File: src/rtl/serial_adder.sv
// Digit-serial adder: WIDTH-bit operands plus carry-in, DIGIT bits per clock through one
// DIGIT-bit slice, with start/done handshake and registered sum, carry-out and signed overflow.
module serial_adder #(
  parameter int WIDTH = 8,
  parameter int DIGIT = 1
) (
  input  logic             clk,
  input  logic             rst,
  input  logic             start,
  input  logic [WIDTH-1:0] a,
  input  logic [WIDTH-1:0] b,
  input  logic             cin,
  output logic             busy,
  output logic             done,
  output logic [WIDTH-1:0] sum,
  output logic             cout,
  output logic             ovf
);

  localparam int N  = WIDTH / DIGIT;
  localparam int CW = $clog2(N) + 1;
  localparam logic [CW-1:0] LAST = CW'(N - 1);

  if ((WIDTH < 2) || (DIGIT < 1) || ((WIDTH % DIGIT) != 0)) begin : g_param_check
    $error("serial_adder: WIDTH must be >= 2 and DIGIT must divide WIDTH exactly");
  end

  typedef enum logic [1:0] {
    IDLE = 2'b00,
    RUN  = 2'b01,
    DONE = 2'b10
  } state_t;

  state_t           state_r;
  state_t           state_next_s;
  logic [WIDTH-1:0] a_r;
  logic [WIDTH-1:0] b_r;
  logic             carry_r;
  logic [CW-1:0]    count_r;

  logic [DIGIT+1:0] slice_s;
  logic [DIGIT-1:0] digit_sum_s;
  logic             msb_carry_in_s;
  logic             carry_out_s;
  logic [WIDTH-1:0] sum_next_s;
  logic             last_s;
  logic             accept_s;

  // Ripple one digit; returns {carry out, carry into top bit, digit sum}.
  function automatic logic [DIGIT+1:0] add_slice(
    input logic [DIGIT-1:0] x,
    input logic [DIGIT-1:0] y,
    input logic             c
  );
    logic             carry;
    logic             carry_msb;
    logic [DIGIT-1:0] s;
    carry     = c;
    carry_msb = c;
    s         = '0;
    for (int i = 0; i < DIGIT; i++) begin
      carry_msb = carry;
      s[i]      = x[i] ^ y[i] ^ carry;
      carry     = (x[i] & y[i]) | (carry & (x[i] ^ y[i]));
    end
    return {carry, carry_msb, s};
  endfunction

  // Slice evaluation and step bookkeeping.
  always_comb begin
    slice_s        = add_slice(a_r[DIGIT-1:0], b_r[DIGIT-1:0], carry_r);
    digit_sum_s    = slice_s[DIGIT-1:0];
    msb_carry_in_s = slice_s[DIGIT];
    carry_out_s    = slice_s[DIGIT+1];
    last_s         = (count_r == LAST);
    accept_s       = start && ((state_r == IDLE) || (state_r == DONE));
  end

  // New digit enters the sum from the MSB end; after N steps the LSB digit sits at the bottom.
  if (DIGIT == WIDTH) begin : g_one_pass
    always_comb begin
      sum_next_s = digit_sum_s;
    end
  end else begin : g_multi_pass
    always_comb begin
      sum_next_s = {digit_sum_s, sum[WIDTH-1:DIGIT]};
    end
  end

  // State register.
  always_ff @(posedge clk) begin
    if (rst) begin
      state_r <= IDLE;
    end else begin
      state_r <= state_next_s;
    end
  end

  // Next-state logic.
  always_comb begin
    state_next_s = IDLE;
    case (state_r)
      IDLE: begin
        if (start) begin
          state_next_s = RUN;
        end else begin
          state_next_s = IDLE;
        end
      end
      RUN: begin
        if (last_s) begin
          state_next_s = DONE;
        end else begin
          state_next_s = RUN;
        end
      end
      DONE: begin
        if (start) begin
          state_next_s = RUN;
        end else begin
          state_next_s = IDLE;
        end
      end
      default: begin
        state_next_s = IDLE;
      end
    endcase
  end

  // Operand capture, digit stepping and registered outputs.
  always_ff @(posedge clk) begin
    if (rst) begin
      a_r     <= '0;
      b_r     <= '0;
      carry_r <= 1'b0;
      count_r <= '0;
      sum     <= '0;
      cout    <= 1'b0;
      ovf     <= 1'b0;
      busy    <= 1'b0;
      done    <= 1'b0;
    end else begin
      case (state_r)
        IDLE, DONE: begin
          done <= 1'b0;
          if (accept_s) begin
            a_r     <= a;
            b_r     <= b;
            carry_r <= cin;
            count_r <= '0;
            sum     <= '0;
            cout    <= 1'b0;
            ovf     <= 1'b0;
            busy    <= 1'b1;
          end else begin
            busy <= 1'b0;
          end
        end
        RUN: begin
          a_r     <= a_r >> DIGIT;
          b_r     <= b_r >> DIGIT;
          carry_r <= carry_out_s;
          count_r <= count_r + CW'(1);
          sum     <= sum_next_s;
          if (last_s) begin
            busy <= 1'b0;
            done <= 1'b1;
            cout <= carry_out_s;
            ovf  <= msb_carry_in_s ^ carry_out_s;
          end else begin
            busy <= 1'b1;
            done <= 1'b0;
          end
        end
        default: begin
          busy <= 1'b0;
          done <= 1'b0;
        end
      endcase
    end
  end

endmodule

File: config.mk
export PLATFORM = sky130hd
export DESIGN_NAME = serial_adder
export DESIGN_NICKNAME = d
export VERILOG_FILES = /design/src/rtl/serial_adder.sv
export SDC_FILE = /design/constraint.sdc
export NUM_CORES = 1
export LEC_CHECK = 0
export ABC_AREA = 1
export CORE_ASPECT_RATIO = 2
export CORE_UTILIZATION = 23
export CTS_CLUSTER_SIZE = 40
export DETAILED_ROUTE_END_ITERATION = 8
export SLEW_MARGIN = 5
export SYNTH_ARGS = -nofsm -noshare
export SYNTH_HDL_FRONTEND = slang
export SYNTH_SLANG_ARGS = --single-unit
File: constraint.sdc
create_clock -name clk -period 1.3 [get_ports clk]
set_input_delay 0.26 -clock clk [delete_from_list [all_inputs] [get_ports clk]]
set_output_delay 0.26 -clock clk [all_outputs]
set_load 0.03 [all_outputs]
**A small window of the routed layout**

Region (14, 20) to (44, 50) µm. Cells in gray, sequential cells in the stronger gray; small squares are vias.
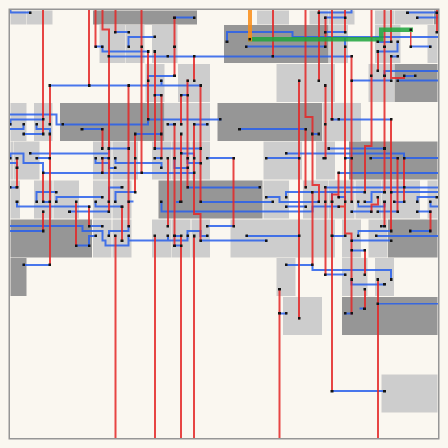
[orange] metal 4
[red] metal 2
[blue] metal 1
[green] metal 3
netlist names of flops here include: `a_r` (3), `count_r` (2), `sum` (2)
most frequent: nand2_1 (17), dfxtp_1 (7), a21oi_1 (5)
sequential cells in the window: 7
cells with their middle in the window: 52

**Clock wires, drivers and flops**

Drawn at 4 px/µm.
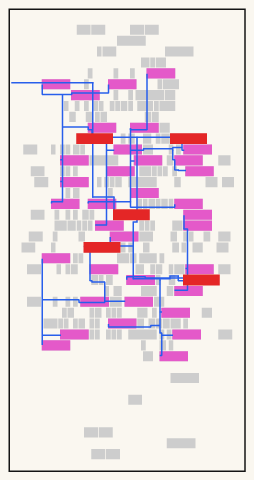
[red] clock drivers | count: 5
[blue] clock wires | length: 484 µm
[magenta] flip-flops | count: 35
routed clock nets: 6

**Routed metal per tile**

Drawn at 4 px/µm. 12 x 23 tiles, from white (low) to dark blue (high), scaled to the fullest tile. Values are wire area over tile area, all layers added.
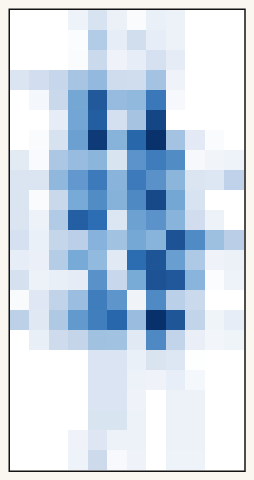
emptiest ninth of the die: north-east
tiles over half the peak: 16%
mean over tiles: 0.075

**Gate-type map**

Drawn at 6 px/µm.
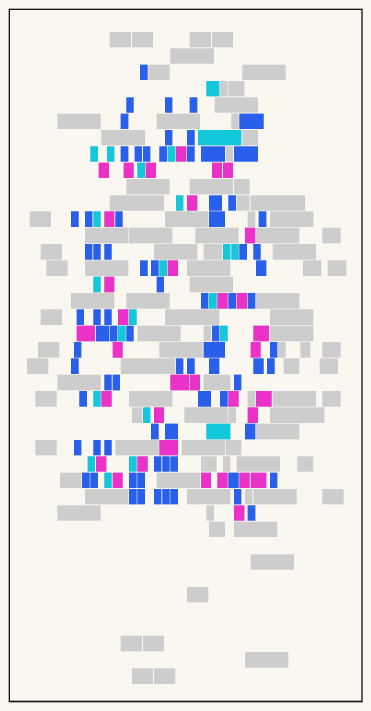
[blue] nand cells | cells: 78
[cyan] nor cells | cells: 22
[magenta] aoi and oai cells | cells: 34 | where: center

**Routing congestion map**

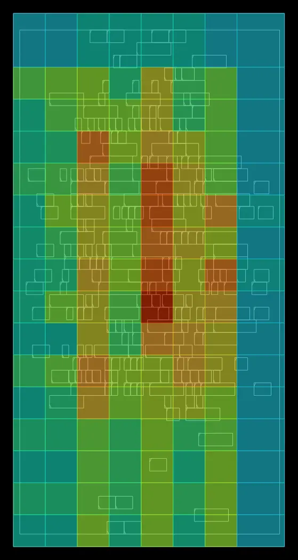
grt met3 use: 0.0337
post-layout util: 0.344
post-DR wirelength/cell: 10.2 µm

==> flow_summary.ini <==
; implementation run metrics
[outcome]
status = complete, no violations

[worst_setup_path]
slowest_stage = dlygate4sd2_1
crit_start = cout
path_depth = 1
r2r-end = carry_r
endpoint_kind = output port
cp_max_fo = 2
reg2reg_depth = 5
worstSetupPathType = reg2out
path_delay_family = buffers and inverters

[synth]
synthCells = 189
muxShareOfSynthArea = 0
synthFlopType = dfxtp_1
common_cells = nand2_1 (65), dfxtp_1 (35), a21oi_1 (20), nor2_1 (19), o21ai_0 (8)
synth-edff-count = 0
syn_area_um2 = 1470
ys_async_sr_fraction = 0
synthSimpleGateAreaFrac = 0.301
floorplan.nets = 211
most_common_cell = nand2_1
ys_sh_adder = 0.0221
ys_sh_xor = 0.00595
top_area_frac = 0.476
ys_area_um2 = 1470
synth_cell_types = 24

[power]
power_density_nw_per_um2 = 1250
pwr-share-seq = 0.438
total_power_mw = 2.64
p_seq_mw = 1.16
p_int_mw = 2.00
p_switching_uw = 638
combPwrFrac = 0.133
pg_comb_uw = 351

[run]
warning_count = 26
max-cap-violations = 0

[layout]
num-multi-input-gates = 137
nonClkBufAreaFrac = 0.208
sh_comb_area = 0.324
drive_gt1_frac = 0.165
nNonClkBuffers = 41
largest_cell_class = flip-flops and latches
final_common_cell = nand2_1
ff_count = 35
flop_area_um2 = 701
diodes = 0
inv_count = 10
fillCellCount = 671

[final_timing]
setup_viol = 0
setup_tns_ns = 0
drv_slew = 0
rsz0062_at_grt = false
clock.fmax_ghz = 0.792
whs_ns = 0.464
fin_ws_ns = 0.0379
period_needed_ns = 1.26
fin_crit_sh = 0.971

[grt]
grt.total_usage = 0.104
busiest_layer = met2
grt_use_met1 = 0.0992
grt_max_degree = 22
grt-ovfl-total = 0
use_met2 = 0.193

[clock_network]
numCtsBuffers = 5
postCtsSetupRepairBufs = 0
root_buffer = clkbuf_16
clk_latency_ns = 0.28
cts_resized = 9

[route]
routed_wl_um = 3200
ant_nets = 0
first_iter_violations = 33
first_pass_iters = 4
dr_wl_met3_um = 138

[floorplanning]
dieArea_um2 = 6740
io_pins = 32
rows = 40
tapCellCount = 84

[worst_hold_path]
hold_depth = 2
hold_start = ovf

[placement]
dp.cells = 307
place_ws_ns = -0.133
dpl.hpwl_um = 2370
No activity file was given, so power comes from the tool's default toggle rates.
